===== src/rtl/irq_ctrl.sv =====
// Interrupt controller: latches rising edges on up to 7 sources, gates them with a software mask
// and drives the 6502's active-low IRQ line. Define IRQ_CTRL_SYNC_EN to synchronise src first.
module irq_ctrl #(
  parameter int unsigned N_SRC = 7
) (
  input  logic             clk,
  input  logic             rst_n,
  input  logic             cs,
  input  logic             rwb,
  input  logic             wr_stb,
  input  logic [7:0]       data_in,
  output logic [7:0]       data_out,
  input  logic [N_SRC-1:0] src,
  output logic             irq_n
);

  logic [N_SRC-1:0] src_s;
  logic [N_SRC-1:0] src_d_q;
  logic [N_SRC-1:0] pending_q, pending_d;
  logic [N_SRC-1:0] mask_q, mask_d;
  logic [N_SRC-1:0] rise;
  logic [N_SRC-1:0] ack;
  logic             irq_n_q;
  logic             wr;

`ifdef IRQ_CTRL_SYNC_EN
  logic [N_SRC-1:0] sync1_q, sync2_q;

  always_ff @(posedge clk or negedge rst_n) begin
    if (!rst_n) begin
      sync1_q <= '0;
      sync2_q <= '0;
    end else begin
      sync1_q <= src;
      sync2_q <= sync1_q;
    end
  end

  assign src_s = sync2_q;
`else
  assign src_s = src;
`endif

  assign wr   = cs & ~rwb & wr_stb;
  assign rise = src_s & ~src_d_q;

  always_comb begin
    ack    = '0;
    mask_d = mask_q;
    if (wr) begin
      if (data_in[7]) begin
        mask_d = data_in[N_SRC-1:0];
      end else begin
        ack = data_in[N_SRC-1:0];
      end
    end
    // A new edge beats a simultaneous ack so no event is lost.
    pending_d = rise | (pending_q & ~ack);
  end

  always_ff @(posedge clk or negedge rst_n) begin
    if (!rst_n) begin
      src_d_q   <= '1;
      pending_q <= '0;
      mask_q    <= '0;
      irq_n_q   <= 1'b1;
    end else begin
      src_d_q   <= src_s;
      pending_q <= pending_d;
      mask_q    <= mask_d;
      irq_n_q   <= ~|(pending_q & mask_q);
    end
  end

  assign irq_n = irq_n_q;

  always_comb begin
    data_out = 8'h00;
    if (cs && rwb) begin
      data_out[7]         = ~irq_n_q;
      data_out[N_SRC-1:0] = pending_q;
    end
  end

endmodule

===== config.mk =====
export PLATFORM = sky130hd
export DESIGN_NAME = irq_ctrl
export DESIGN_NICKNAME = d
export VERILOG_FILES = /design/src/rtl/irq_ctrl.sv
export SDC_FILE = /design/constraint.sdc
export NUM_CORES = 1
export LEC_CHECK = 0
export ABC_AREA = 1
export CAP_MARGIN = 15
export CORE_UTILIZATION = 49
export CTS_BUF_LIST = sky130_fd_sc_hd__clkbuf_16
export DETAILED_ROUTE_END_ITERATION = 6
export GPL_TIMING_DRIVEN = 0
export PLACE_DENSITY = 0.82
export SYNTH_ARGS = -nofsm -noshare
export SYNTH_HDL_FRONTEND = slang
export SYNTH_SLANG_ARGS = --single-unit

===== constraint.sdc =====
create_clock -name clk -period 1.5 [get_ports clk]
set_input_delay 0.45 -clock clk [delete_from_list [all_inputs] [get_ports clk]]
set_output_delay 0.45 -clock clk [all_outputs]
set_load 0.05 [all_outputs]

Figure 1. PDN straps and rails.
Scale bar: 10 um. Pins as bars on the die edge. Tap cells in gray.
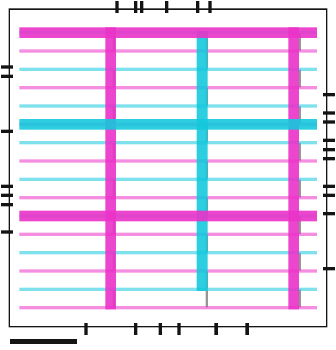
[VDD] cyan
[VSS] magenta
tap cells: 25
met5 straps: 3
signal pins: 29
met1 rails: 16

Figure 2. Placement by cell class.
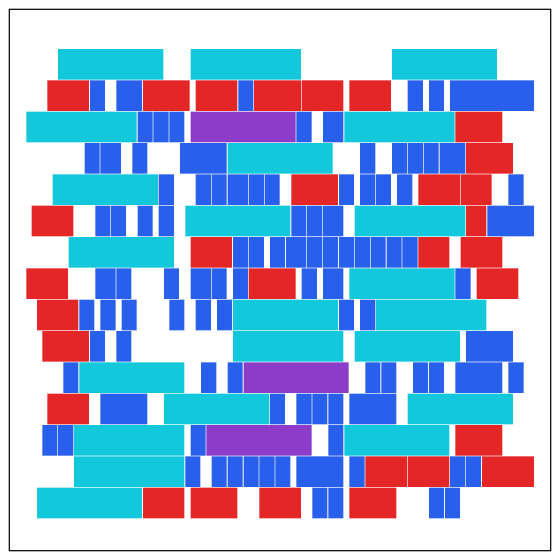
[combinational and other logic] blue | cells: 103 | share of their area: 33%
[flops] cyan | cells: 22 | share of their area: 40%
[clock drivers] purple | cells: 3 | share of their area: 5.3%
[other buffers and delay cells] red | cells: 30 | share of their area: 22%

Figure 3. Clock wires, drivers and flops.
Scale bar: 10 um.
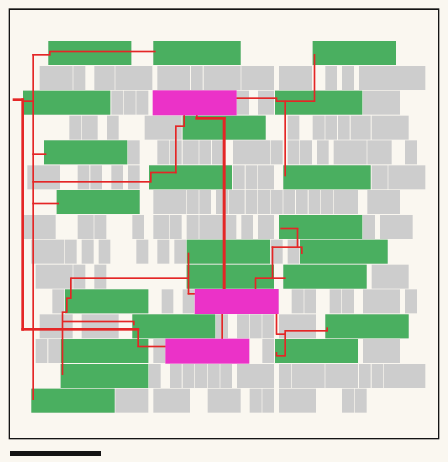
[clock wires] red | length: 267 um
[flip-flops] green | count: 22
[clock drivers] magenta | count: 3
routed clock nets: 4
Late-Pin Clk Latency: 0.25 ns
Clock power frac: 34.2%
skew final: 0.00298 ns

Figure 4. Wiring by layer.
Scale bar: 10 um. Only two layers are drawn.
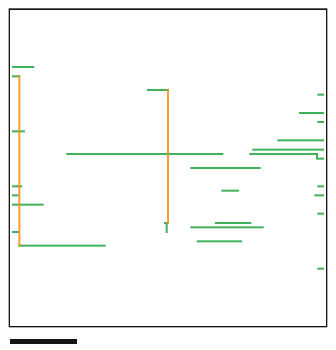
[metal 4] orange | wire length: 44.9 um
[metal 3] green | wire length: 124 um
vias: 890
total wire length: 2400 um

cells in the mapped netlist:
cell     number  area [sq um]
nor2_4        1          11.3
dfrtp_1      14           350
nand2_1      55           206
buf_6         2          22.5
nor2_1       16          60.1
nand3_1       8          40.0
inv_1        23          86.3
dfstp_2       8           210
power by group through the flow:
stage	combinational, uW	sequential (uW)	clock (uW)
6_report	347	704	545
5_1_grt	377	708	577
4_1_cts	340	700	556
3_5_place_dp	315	709	0
3_3_place_gp	306	706	0
2_1_floorplan	164	721	0
cell families after synthesis:
family / Yosys count / share of synthesized area, %
and+or+nand+nor: 80 / 32.2
buffers and inverters: 25 / 11.0
DFF: 22 / 56.8
critical path: cells and delay by family:
kind | cells | cell delay (ns)
buffers and inverters | 2 | 0.32
and+or+nand+nor | 2 | 0.25
==> impl_metrics.yaml <==
# implementation run metrics
run_status:
  status: "finished clean"
setup_path:
  reg2regPathDepth: 5
  r2r-end: "irq_n$_DFF_PN1_"
  end_kind: "output pin"
  cp_slowest_cell: "clkbuf_4"
  cp_cell_sequence: "clkbuf_4, nand2_8, nor2_4, buf_6"
  cp_max_fo: 8
  max_stage_delay_ns: 0.16
  cp-startpoint: "rwb"
  critPathKind: "in2out"
  crit_end: "data_out[2]"
  cp.required_ns: 1.05
  rrSetupSlack_ns: 0.72
  rr_startpoint: "pending_q[0]$_DFF_PN0_"
  crit_arrival_ns: 1.02
  start_kind: "primary input"
cells_and_area:
  mostFrequentLayoutCell: "nand2_1"
  sh_seq_area_pct: 38.9
  clk_share_pct: 5.20
  diodes: 0
  reg.largest.list: "mask_q x7, pending_q x7, src_d_q x7"
  register_area_sq_um: 561
  comb_share_pct: 26.6
  syn_to_final_growth_pct: 46.1
  drive_gt1_share_pct: 21.5
  layout.area.comb_sq_um: 384
  multi_input_comb_cells: 80
  fillers: 121
  nClkBuffers: 3
  largest_class: "sequential cells"
  inverters: 23
  finalInstanceArea_sq_um: 1440
  nonClkBufAreaFrac_pct: 21.2
  n_all_buffers: 30
  nNetsFinal: 180
  final_cell_mix: "54 x nand2_1, 23 x inv_1, 16 x clkdlybuf4s50_1, 14 x dfrtp_1, 10 x buf_6"
  flop-count: 22
  layout.cells.non_filler: 183
  utilization_pct: 80.1
logic_synthesis:
  ys_ff: 22
  fp_nets: 147
  synth_seq_share_pct: 56.8
  synth_area_sq_um: 987
  ys_cells: 127
  syn_area_per_cell_sq_um: 7.77
  ys_area_sq_um: 987
  yosysWarnings: 0
  syn_inst: 127
  yosysUniqueCellTypes: 8
clock_network:
  cts_resized: 86
  cts_tree: "built"
  clockBufferDepth: 2
  cts_buffers: 3
  clock-sinks: 22
  htree_levels: 1
  clkTransAtPathRegs_ns: 0.05
  hold_buffers: 0
  post-cts-setup-buffers: 0
  cts_root_buf: "clkbuf_16"
power:
  power.switching_uw: 439
  p_seq_share_pct: 44.1
  p_per_area_nw_per_um2: 1110
  p_leak_uw: 0.000790
  switching_share_pct: 27.5
  max-vdd-ir-drop_v: 0.000785
  p_comb_share_pct: 21.7
  power_uw: 1600
  p_int_uw: 1160
global_routing:
  overflow: 0
  grt_use_met2_pct: 45.8
  antenna_found_initial: 0
  grt_max_degree: 23
  grt.busiest_layer: "met2"
  grt_usage_pct: 25.0
  grt_use_met1_pct: 26.0
  grt.met3_usage_pct: 5.00
  grt_pass1_wl_um: 3620
  first_global_vias: 890
route:
  wl_per_cell_um: 13.1
  drt-initial-drc-count: 14
  ant_nets: 0
  dr_wl_met3_um: 123
  via_per_inst: 4.86
  top_layer_used: "met4"
  drc: 0
  wl_met1_um: 906
  wl_met2_um: 1320
  dr.pass1.iters: 4
place:
  dp_hpwl_um: 1440
  pre_cts_ws_ns: -1.17
  numPortBuffers: 28
  dp_cells: 180
  dpl_cell_area_sq_um: 1300
  gp_congestion: 0.799
flow_run:
  tool_warnings: 27
  max-cap-violations: 0
final_timing:
  relSlewSlack_pct: 36.8
  finalCriticalPeriod_ns: 1.47
  hold_ws_ns: 0.339
  drv_slew: 0
  tns_ns: 0
  finalHoldViolations: 0
  min_period_over_period_pct: 98.3
  rsz0062_at_grt: "false"
  setup_viol_count_final: 0
  worst_pin_slew_ns: 0.947
  max_freq_mhz: 678
  worst_slack_ns: 0.0257
die:
  dieArea_sq_um: 2200
  rows: 15
  die_w_um: 46.9
  taps: 25
  dieHeight_um: 46.9
  pin_count: 29
  coreArea_sq_um: 1800
  fp_util_pct: 54.8
worst_hold_path:
  hp-class: "in2async"
No activity file was given, so power comes from the tool's default toggle rates.
